Fig. 1: the metal 3 layer
The bar under the picture is 20 µm long.
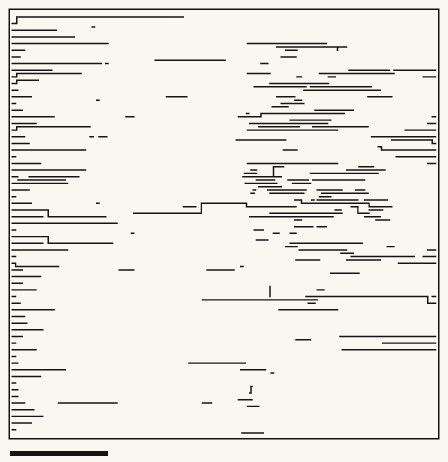
Fig. 2: the metal 4 layer
Supply wires on this layer in gray. Cells faint in the background.
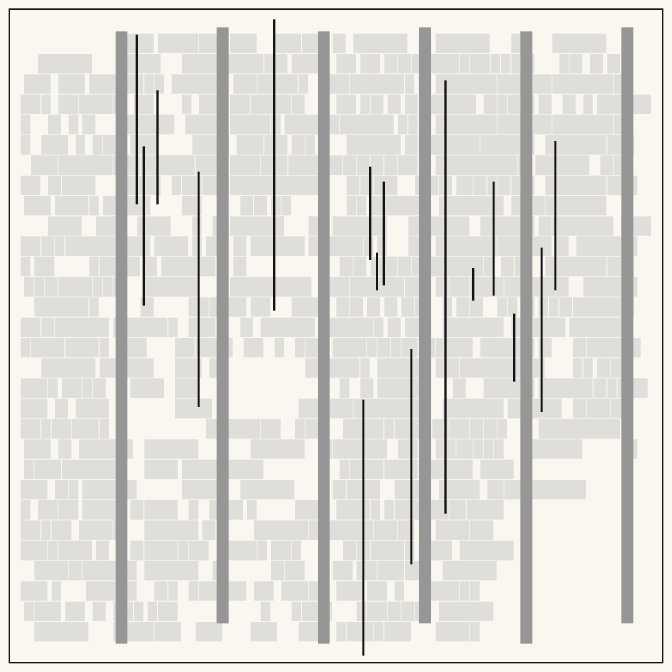
Fig. 3: metal layers overlaid
The bar under the picture is 20 µm long.
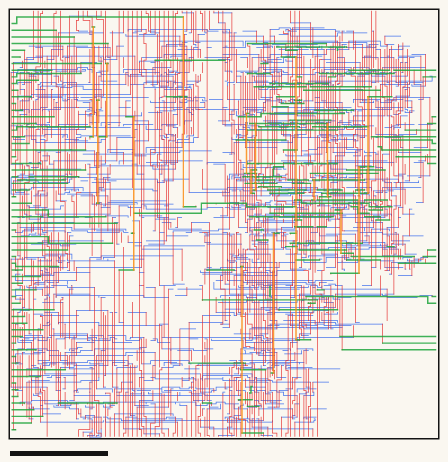
Fig. 4: drive-strength map
The bar under the picture is 20 µm long.
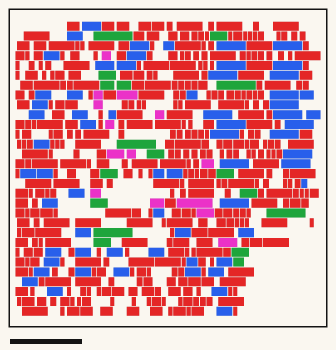
Fig. 5: placed standard cells
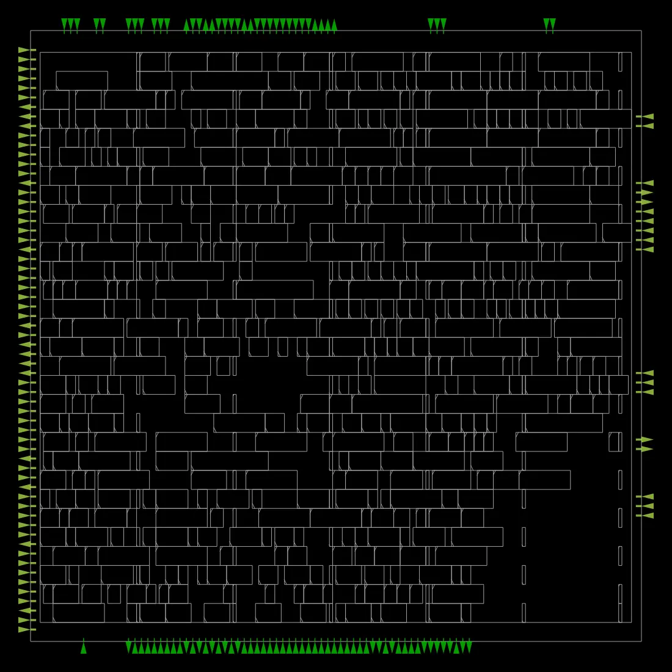
<file path="src/rtl/regfile_wb_arbiter_pkg.sv">
// Shared constants and request type for the register-file write-back path.
package regfile_pkg;

  localparam int ADDR_W  = 5;
  localparam int DATA_W  = 32;
  localparam int NUM_REQ = 3;

  localparam int SRC_ALU = 0;
  localparam int SRC_LSU = 1;
  localparam int SRC_CSR = 2;

  typedef struct packed {
    logic              valid;
    logic [ADDR_W-1:0] rd;
    logic [DATA_W-1:0] data;
  } wb_req_t;

endpackage

</file>
<file path="src/rtl/regfile_wb_arbiter_rr_arbiter.sv">
// Round-robin arbiter: one grant per cycle, search starts at the pointer,
// pointer moves to one past the winner.
module rr_arbiter #(
  parameter  int N     = 3,
  localparam int PTR_W = (N > 1) ? $clog2(N) : 1
) (
  input  logic             clk,
  input  logic             rst,
  input  logic [N-1:0]     req,
  output logic [N-1:0]     grant,
  output logic             grant_valid,
  output logic [PTR_W-1:0] grant_idx
);

  localparam logic [PTR_W:0]   NUM  = (PTR_W+1)'(N);
  localparam logic [PTR_W-1:0] LAST = PTR_W'(N - 1);

  logic [PTR_W-1:0] ptr;
  logic [PTR_W:0]   cand;

  always_comb begin
    grant       = '0;
    grant_valid = 1'b0;
    grant_idx   = '0;
    cand        = '0;
    for (int k = 0; k < N; k++) begin
      cand = {1'b0, ptr} + (PTR_W+1)'(k);
      if (cand >= NUM) cand = cand - NUM;
      if (!grant_valid && req[cand[PTR_W-1:0]]) begin
        grant_valid = 1'b1;
        grant_idx   = cand[PTR_W-1:0];
      end
    end
    if (grant_valid) grant[grant_idx] = 1'b1;
  end

  always_ff @(posedge clk) begin
    if (rst) begin
      ptr <= '0;
    end else if (grant_valid) begin
      ptr <= (grant_idx == LAST) ? '0 : grant_idx + 1'b1;
    end
  end

endmodule

</file>
<file path="src/rtl/regfile_wb_arbiter.sv">
// Write-back arbiter for the register file write port plus pending-write
// scoreboard. Define WB_BYPASS_EN to add the commit-cycle forwarding outputs.
import regfile_pkg::*;

module regfile_wb_arbiter #(
  parameter int NUM_REQ = regfile_pkg::NUM_REQ,
  parameter int DATA_W  = regfile_pkg::DATA_W,
  parameter int ADDR_W  = regfile_pkg::ADDR_W
) (
  input  logic                      clk,
  input  logic                      rst,
  input  logic [NUM_REQ-1:0]        req_valid,
  input  logic [NUM_REQ*ADDR_W-1:0] req_rd,
  input  logic [NUM_REQ*DATA_W-1:0] req_data,
  output logic [NUM_REQ-1:0]        req_ready,
  input  logic                      alloc_valid,
  input  logic [ADDR_W-1:0]         alloc_rd,
  input  logic [ADDR_W-1:0]         Rs1,
  input  logic [ADDR_W-1:0]         Rs2,
  output logic                      rs1_pending,
  output logic                      rs2_pending,
`ifdef WB_BYPASS_EN
  output logic                      rs1_fwd_valid,
  output logic                      rs2_fwd_valid,
  output logic [DATA_W-1:0]         fwd_data,
`endif
  output logic                      RegWrite,
  output logic [ADDR_W-1:0]         Rd,
  output logic [DATA_W-1:0]         Write_data
);

  localparam int DEPTH = 2 ** ADDR_W;
  localparam int IDX_W = (NUM_REQ > 1) ? $clog2(NUM_REQ) : 1;

  logic              grant_valid;
  logic [IDX_W-1:0]  grant_idx;
  logic [ADDR_W-1:0] sel_rd;
  logic [DATA_W-1:0] sel_data;
  logic              commit;
  logic [DEPTH-1:0]  pending;
  logic [DEPTH-1:0]  pending_next;

  rr_arbiter #(.N(NUM_REQ)) u_arb (
    .clk         (clk),
    .rst         (rst),
    .req         (req_valid),
    .grant       (req_ready),
    .grant_valid (grant_valid),
    .grant_idx   (grant_idx)
  );

  assign sel_rd   = req_rd[grant_idx*ADDR_W +: ADDR_W];
  assign sel_data = req_data[grant_idx*DATA_W +: DATA_W];

  // A grant to x0 completes the handshake but never reaches the register file.
  assign commit = grant_valid && (sel_rd != '0);

  always_ff @(posedge clk) begin
    if (rst) begin
      RegWrite   <= 1'b0;
      Rd         <= '0;
      Write_data <= '0;
    end else begin
      RegWrite <= commit;
      if (commit) begin
        Rd         <= sel_rd;
        Write_data <= sel_data;
      end
    end
  end

  // Set after clear, so a fresh allocation survives a same-cycle commit.
  always_comb begin
    pending_next = pending;
    if (RegWrite) pending_next[Rd] = 1'b0;
    if (alloc_valid) pending_next[alloc_rd] = 1'b1;
    pending_next[0] = 1'b0;
  end

  always_ff @(posedge clk) begin
    if (rst) pending <= '0;
    else     pending <= pending_next;
  end

`ifdef WB_BYPASS_EN
  assign rs1_fwd_valid = RegWrite && (Rd == Rs1) && (Rd != '0);
  assign rs2_fwd_valid = RegWrite && (Rd == Rs2) && (Rd != '0);
  assign fwd_data      = Write_data;
  assign rs1_pending   = pending[Rs1] && !rs1_fwd_valid;
  assign rs2_pending   = pending[Rs2] && !rs2_fwd_valid;
`else
  assign rs1_pending   = pending[Rs1];
  assign rs2_pending   = pending[Rs2];
`endif

endmodule
</file>
<file path="config.mk">
export PLATFORM = sky130hd
export DESIGN_NAME = regfile_wb_arbiter
export DESIGN_NICKNAME = d
export VERILOG_FILES = /design/src/rtl/regfile_wb_arbiter_pkg.sv /design/src/rtl/regfile_wb_arbiter_rr_arbiter.sv /design/src/rtl/regfile_wb_arbiter.sv
export SDC_FILE = /design/constraint.sdc
export NUM_CORES = 1
export LEC_CHECK = 0
export ABC_CLOCK_PERIOD_IN_PS = 3830
export CAP_MARGIN = 30
export CORE_UTILIZATION = 64
export DETAILED_ROUTE_END_ITERATION = 10
export DONT_BUFFER_PORTS = 1
export PLACE_DENSITY = 0.9
export SLEW_MARGIN = 5
export SYNTH_ARGS = -nofsm -noshare
export SYNTH_HDL_FRONTEND = slang
export SYNTH_HIERARCHICAL = 1
export SYNTH_SLANG_ARGS = --single-unit
</file>
<file path="constraint.sdc">
create_clock -name clk -period 3.83 [get_ports clk]
set_input_delay 0.766 -clock clk [delete_from_list [all_inputs] [get_ports clk]]
set_output_delay 0.766 -clock clk [all_outputs]
set_load 0.005 [all_outputs]
</file>
==> flow_summary.json <==
{
  "status": "finished clean",
  "vias_per_cell": 6.87,
  "ant_nets": 0,
  "remaining_drc_errors": 0,
  "worst-path-buf-inv": 3,
  "path_common_cell": "inv_1",
  "seq_area_mm2": 0.00142,
  "total_power_mw": 4.50,
  "crit_chain": "inv_1 > ha_1 > and2b_4 > o21a_1 > nor4_2 > or3_4 > inv_1 > nor2b_4 > o2bb2ai_2 > nor2_2 > a21bo_1 > buf_4 > a211oi_2",
  "top_register": "Write_data",
  "placed_area_mm2": 0.00466,
  "initial_core_util": 0.676,
  "p_clk_mw": 0.877,
  "pre_cts_ws_ns": 0.185,
  "grtUsageMet2": 0.575,
  "synth-edff-count": 0,
  "grt_pass1_vias": 4119,
  "core-area_mm2": 0.00691,
  "top_area_frac": 0.304,
  "leakagePower_nw": 1.69,
  "powerDensity_mw_per_mm2": 904,
  "ctsLongestPathBuffers": 2,
  "first_pass_iters": 6,
  "cp_top_family": "simple AND/OR/NAND/NOR gates",
  "grt.overflow.total": 0,
  "cap_violations": 0,
  "wl_met1_mm": 4.69,
  "min_from": "rst",
  "switching_share": 0.449,
  "crit-reg2reg-launch": "u_arb/ptr[0]",
  "io_buffers": 0,
  "insertion_delay_ns": 0.36,
  "top_cell": "nand2_1",
  "vdd_ir_drop_max_v": 0.000687,
  "max_freq_ghz": 0.280,
  "hp-class": "in2reg",
  "end_kind": "register",
  "synth_cell_types": 47,
  "setup_ws_ns": 0.264,
  "clkPwrFrac": 0.195,
  "die_x_um": 87.4,
  "drive_gt1_frac": 0.184,
  "route.met3.wl_mm": 1.26,
  "seqPwrFrac": 0.244,
  "crit_path_start_kind": "register",
  "grt_busiest_layer": "met2",
  "synth_warnings": 6,
  "final_cell_count_no_fill": 611,
  "rsz0062_at_grt": "false",
  "dr_wl_met2_mm": 6.53,
  "n_antenna_cell": 0,
  "worst_ep_arrival_time_ns": 3.83,
  "cts_made_buffers": 9,
  "ios": 175,
  "fin_crit_sh": 0.931,
  "setup_viol": 0,
  "p_sw_mw": 2.02,
  "cts_hold_buf": 0,
  "combPwrFrac": 0.561,
  "syn_nets": 669,
  "ys_seq_share": 0.304,
  "crit_start": "u_arb/ptr[0]",
  "met1_usage": 0.396,
  "cp.depth": 13,
  "die_area_mm2": 0.00765,
  "pg_comb_mw": 2.52,
  "top_layer": "met4",
  "holdWs_ns": 0.480,
  "hold_path_depth": 1,
  "die_h_um": 87.4,
  "ys.flop_type": "dfxtp_1",
  "mostFrequentLayoutCells": "nand2_1, a21oi_1, dfxtp_1, mux2i_1, inv_1",
  "postCtsSetupBuffers": 0,
  "comb_area_mm2": 0.00293,
  "htree_num_levels": 3,
  "tool_warnings": 29,
  "yosys-top-cells-area": "dfxtp_1, mux2i_1, mux4_2",
  "tightest_slew_ns": 0.711,
  "drv_slew": 0,
  "worst_path_largest_cell_delay_ns": 0.48,
  "rrSetupSlack_ns": 0.26,
  "ys_ff": 71,
  "num_rows": 30,
  "dp.cells": 594,
  "drt_iter0_markers": 357,
  "worstSetupPathType": "reg2reg",
  "power_top_consumer": "combinational cells",
  "clk_pin_slew_ns": 0.08,
  "pg_seq_mw": 1.10,
  "yosys_area_mm2": 0.00467,
  "min_to": "Write_data[31]",
  "cts_resized": 0,
  "setup-tns-final_ns": 0,
  "yosys_cells": 533,
  "yosysTopAreaCell": "dfxtp_1",
  "synthCells": 533,
  "cp-endpoint": "Write_data[11]",
  "reg2reg_to": "Write_data[11]",
  "netlist_top_cells_count": "nand2_1, a21oi_1, dfxtp_1",
  "grt_max_degree": 72,
  "nNetsFinal": 646,
  "postSynthAreaPerCell_um2": 8.77,
  "gp_congestion": 0.932,
  "largest_registers": "Write_data (32), pending (31), Rd (5)",
  "grt_first_pass_wirelength_mm": 19.7,
  "finalHoldViolCount": 0,
  "cts_tree": "done",
  "cts-root-buf": "clkbuf_8",
  "crit_fanout": 21,
  "r2r.worst_path.cells": 13,
  "crit_required_ns": 4.10,
  "cp_slowest_cell": "ha_1",
  "lay_top_count": "nand2_1",
  "syn_area_mm2": 0.00467,
  "cts.sink_count": 71,
  "maxSlewHeadroom": 0.524,
  "finalCriticalPeriod_ns": 3.57,
  "synthArstFlopShare": 0,
  "p_int_mw": 2.48,
  "clock_skew_ns": 0.0124,
  "antenna_found_initial": 0,
  "largest_reg_flops": 32
}
Back to the opening pictures, Fig. 1:
share of all routed wire	9.9%
longest straight run	34.0 µm
main direction	horizontal
nets with wire on the layer	142
vias: 4198
M3 GR Usage: 0.0749
wirelength, routed: 12.8 mm

Back to the opening pictures, Fig. 2:
share of all routed wire	2.7%
longest straight run	57.8 µm
main direction	vertical

Back to the opening pictures, Fig. 3:
layer	color	wire length
metal 2	red	6530 µm
metal 3	green	1260 µm
metal 1	blue	4690 µm
metal 4	orange	349 µm
DR WL/cell: 21.0 µm
aggregate global-route resource usage: 0.337

Back to the opening pictures, Fig. 4:
size	color	cells
_6 and larger	green	17
_2 cells	blue	64
_3 and _4 cells	magenta	14
_0 and _1 cells	red	420
nonclk buf count: 9
Finished Cell Area: 0.00497 mm²
Syn-to-layout area delta: 6.48%

Back to the opening pictures, Fig. 5:
registers: 71
flop share of the area: 0.286
n_taps: 96
Final Util: 0.720
FILL cells: 526

layout make-up:
type | count | share of cell area
clock buffers | 9 | 0.0249
clock inverters | 7 | 0.0337
inverters | 38 | 0.0287
multi-input cells | 381 | 0.588
flip-flops and latches | 71 | 0.286
well taps | 96 | 0.0241
repair buffers | 9 | 0.0146
kinds of logic after synthesis:
family                   Yosys count  synth area share
AND/OR/NAND/NOR                  123             0.131
buffers and inverters             81            0.0734
AND-OR/OR-AND                    190             0.294
flip-flops                        71             0.304
adder cells (fa/ha/maj)            4            0.0107
multiplexers                      64             0.187
worst reg2reg max path: cells and delay by family (launching register included):
kind | cells | cell delay, ns
AND-OR/OR-AND | 4 | 0.91
AND/OR/NAND/NOR | 5 | 1.11
buffers and inverters | 3 | 0.59
adder cells (fa/ha/maj) | 1 | 0.48
flip-flops | 1 | 0.39
